==> config.mk <==
export PLATFORM = sky130hd
export DESIGN_NAME = mem_arbiter_flat
export DESIGN_NICKNAME = d
export VERILOG_FILES = /design/src/rtl/mem_arbiter_if.sv /design/src/rtl/mem_arbiter.sv /design/src/flat_wrapper.sv
export SDC_FILE = /design/constraint.sdc
export NUM_CORES = 1
export LEC_CHECK = 0
export ABC_AREA = 1
export ABC_CLOCK_PERIOD_IN_PS = 1660
export CORE_AREA = 2 2 116 118
export CTS_CLUSTER_SIZE = 8
export DETAILED_ROUTE_END_ITERATION = 10
export DIE_AREA = 0 0 118 120
export DONT_BUFFER_PORTS = 1
export PLACE_DENSITY = 0.67
export REMOVE_ABC_BUFFERS = 1
export SLEW_MARGIN = 20
export SYNTH_ARGS = -nofsm -noshare
export SYNTH_HDL_FRONTEND = slang
export SYNTH_SLANG_ARGS = --single-unit
export TNS_END_PERCENT = 50
==> constraint.sdc <==
create_clock -name i_clk -period 1.66 [get_ports i_clk]
set_input_delay 0.332 -clock i_clk [delete_from_list [all_inputs] [get_ports i_clk]]
set_output_delay 0.332 -clock i_clk [all_outputs]
set_load 0.05 [all_outputs]
Figure 1. Cell outlines without signal wires (run 1).
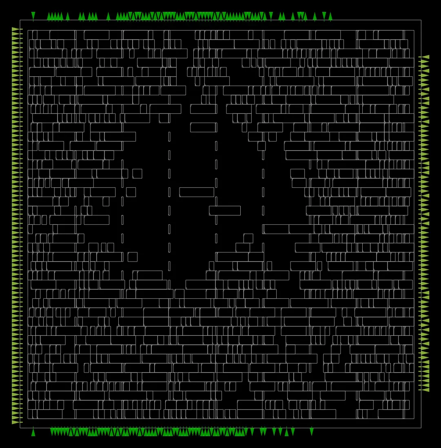
final core utilization: 63.0%
number of sequential cells: 138
tapcell count: 176
area of the placeable core: 0.0130 mm^2

Figure 2. Pin map (run 1).
Scale bar: 20 um. Pins as bars across the die edge, other pins in gray.
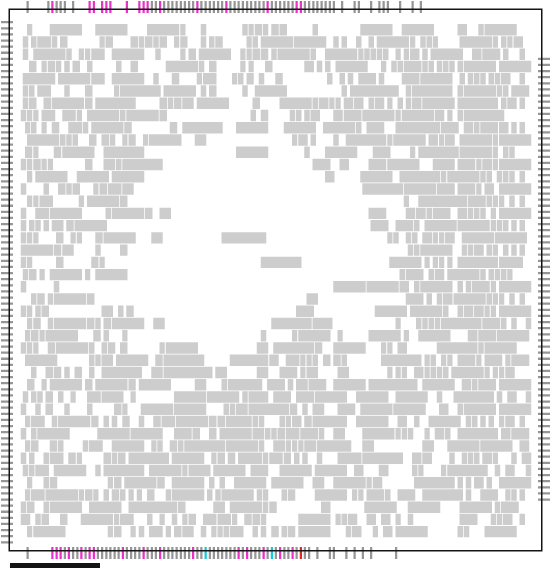
`io_m0_req`: marked red, pins 1, direction input, edge bottom. `o_ram_addr`: marked magenta, pins 32, direction output, edge 16 top, 16 bottom. `io_m0_memwrite`: marked cyan, pins 2, direction input, edge bottom.
All pins by edge: 86 left, 73 right, 72 bottom, 71 top.
port buffer count: 0
Chip Width: 118 um
vertical die dimension: 120 um

Figure 3. Placement density heat map (run 1).
The die is cut into 12 by 12 equal tiles; white is low, dark blue is high, 0 to 100% covered.
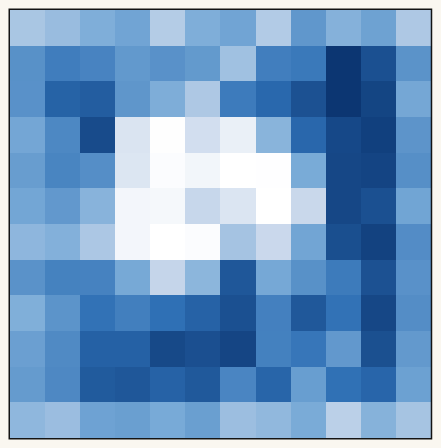
4.9% of the tiles are nearly empty. The fullest tile reaches 98%. The mean over all tiles is 56%. 25% of the tiles are over 75% full. The emptiest ninth of the die: middle.
starting density of the core: 46.2%

==> results.toml <==
# synthesis and place-and-route metrics
[run_status]
run_status = "finished, violations left"
failed_checks = "setup timing"

[yosys]
synthMostInstantiatedCell = "sky130_fd_sc_hd__nand2_1"
synth_adder_area_share_pct = 1.04
post_synth_most_frequent_cells = "sky130_fd_sc_hd__nand2_1, sky130_fd_sc_hd__nor2_1, sky130_fd_sc_hd__dfxtp_1"
post_synth_ao_oa_area_fraction_pct = 11.8
async_set_or_reset_register_ratio_after_synthesis_pct = 0
syn-cell-area_mm2 = 0.00599
synth-cells-yosys = 899
avgSynthCellArea_um2 = 6.67
synth-seq-area-share_pct = 46.1
synthCells = 899
yosys_area_mm2 = 0.00599
synth_cell_type_count = 21
synth-edff-count = 0
synthesis.yosys.warnings = 0
synth.largest_area_cell = "sky130_fd_sc_hd__dfxtp_1"
synth.logic.top_family = "simple AND/OR/NAND/NOR gates"
ys_sh_mux_pct = 0
synth.cellmix.xorXnorShare_pct = 0

[floorplanning]
std_cell_rows = 42
io_pins = 302
fp.dieArea_mm2 = 0.0142

[clock_network]
worst_setup_hold_path_clk_slew_ns = 0.06
tritoncts.num_buffers = 17
ctsLongestPathBuffers = 2
post_cts_hold_buffer_count = 0
cts_tree = "built"
cts_sinks = 138

[worst_setup_path]
worstPathCellList = "buf_6 > ha_4 > or2_4 > nor2_4 > nand2_4 > buf_6 > nand4_4 > buf_12 > clkbuf_16 > nand2_1 > nand2_1 > nor2_1"
crit_path_capture_type = "register"
r2r_setup_slack_ns = -0.16
cp.buffers_inverters = 4
cp.arrival_ns = 2.14
criticalPathCategory = "reg -> reg"
critical_path.top_delay_family = "simple AND/OR/NAND/NOR gates"
crit_required_ns = 1.98
critical_path_peak_fanout = 7
critical_path_depth = 12
max_stage_delay_ns = 0.33

[detailed_routing]
post_drt_wl_per_cell_um = 16.6
top_signal_layer_used = "met4"
drt_drc_violations_left = 0
wl_met3_um = 1770
detailroute.via_count = 5700
route.antenna.remaining_nets = 0
vias_per_cell = 5.08
drt_first_pass_iters = 7
m1WireLength_um = 6830
wl_met2_um = 9510

[placement]
post-dp-hpwl_um = 11200
place_congestion = 0.813
dp_worst_setup_slack_ns = -0.170

[sta]
final_report_setup_violation_count = 104
layout_min_cycle_time_ns = 1.82
postLayoutSetupSlackWorst_ns = -0.161
slew_violations = 0
period_used_pct = 110
setup_repair_after_global_routing_missed_its_margin = "yes"
clock_skew_ns = 0.00851
worst_hold_slack_ns = 0.0340
hold_viol_final = 0

[cells_and_area]
number_of_filler_instances_in_the_final_layout = 1105
fin_nets = 1105
register_area_mm2 = 0.00277
area_growth_pct = 36.4
fraction_of_final_layout_cells_with_drive_strength_greater_than_1_pct = 25.2

[power_and_ir_drop]
worst_ir_drop_vdd_mv = 1.44
powerDensity_mw_per_mm2 = 2450

[grt]
grt_pass1_wl_um = 26400
residual_overflow_from_global_routing = 0
global_route.usage.total_pct = 23.4
grt_pass1_vias = 5224
maximum_number_of_pins_on_one_net_before_global_route_repair = 132

[run]
cap_violations = 0
warnings = 32

[min_path]
hold_depth = 2
hold_path_class = "in -> reg"
run 1: cells by family after synthesis:
logic type | Yosys count
AND/OR/NAND/NOR | 483
buffers and inverters | 134
AND-OR/OR-AND | 139
flip-flops | 138
adder cells (fa/ha/maj) | 5
run 1: per-layer routing:
metal | track usage, % | vias up
met5 | 0 | -
li1 | - | 2824
met3 | 10.1 | 34
met2 | 40.4 | 261
met4 | 9.86 | 0
met1 | 25.0 | 2581
run 1: cells in the final DEF, fill, tap and decap left out, drive strengths merged:
master / count
clkinvlp: 4
dfxtp: 138
bufinv: 5
a21oi: 69
nand3b: 1
nand2: 274
nor2: 201
clkbuf: 33
ha: 5
or2: 1
nand3: 2
clkinv: 1
buf: 57
inv: 80
nor3: 2
o21ai: 70
nand4: 2
run 1: cell type report:
class / instances / share of cell area, %
Clock buffer: 22 / 5.80
Tap cell: 176 / 2.69
Clock inverter: 10 / 2.31
Sequential cell: 138 / 33.9
Multi-Input combinational cell: 627 / 39.0
Inverter: 80 / 3.83
Timing Repair Buffer: 68 / 12.5
run 1: report_power, final:
group / internal [mW] / leakage [nW] / switching [mW]
Clock: 2.79 / 0.309 / 1.43
Combinational: 3.87 / 2.25 / 5.08
Sequential: 4.11 / 1.13 / 2.75
Total: 10.8 / 3.69 / 9.27
run 1: timing repair:
item,CTS,global route
pin swaps,8,56
buffers inserted,10,8
gates resized,51,153
setup endpoints to repair,131,132
cloned,4,12
run 1: metrics by stage:
stage,instance area (um^2),std cells
after detailed placement,6380,1060
final,8170,1121
after global routing,8170,1121
after CTS,7440,1105
after global placement,6380,1060
after floorplan,5690,845
No activity file was given, so power comes from the tool's default toggle rates.
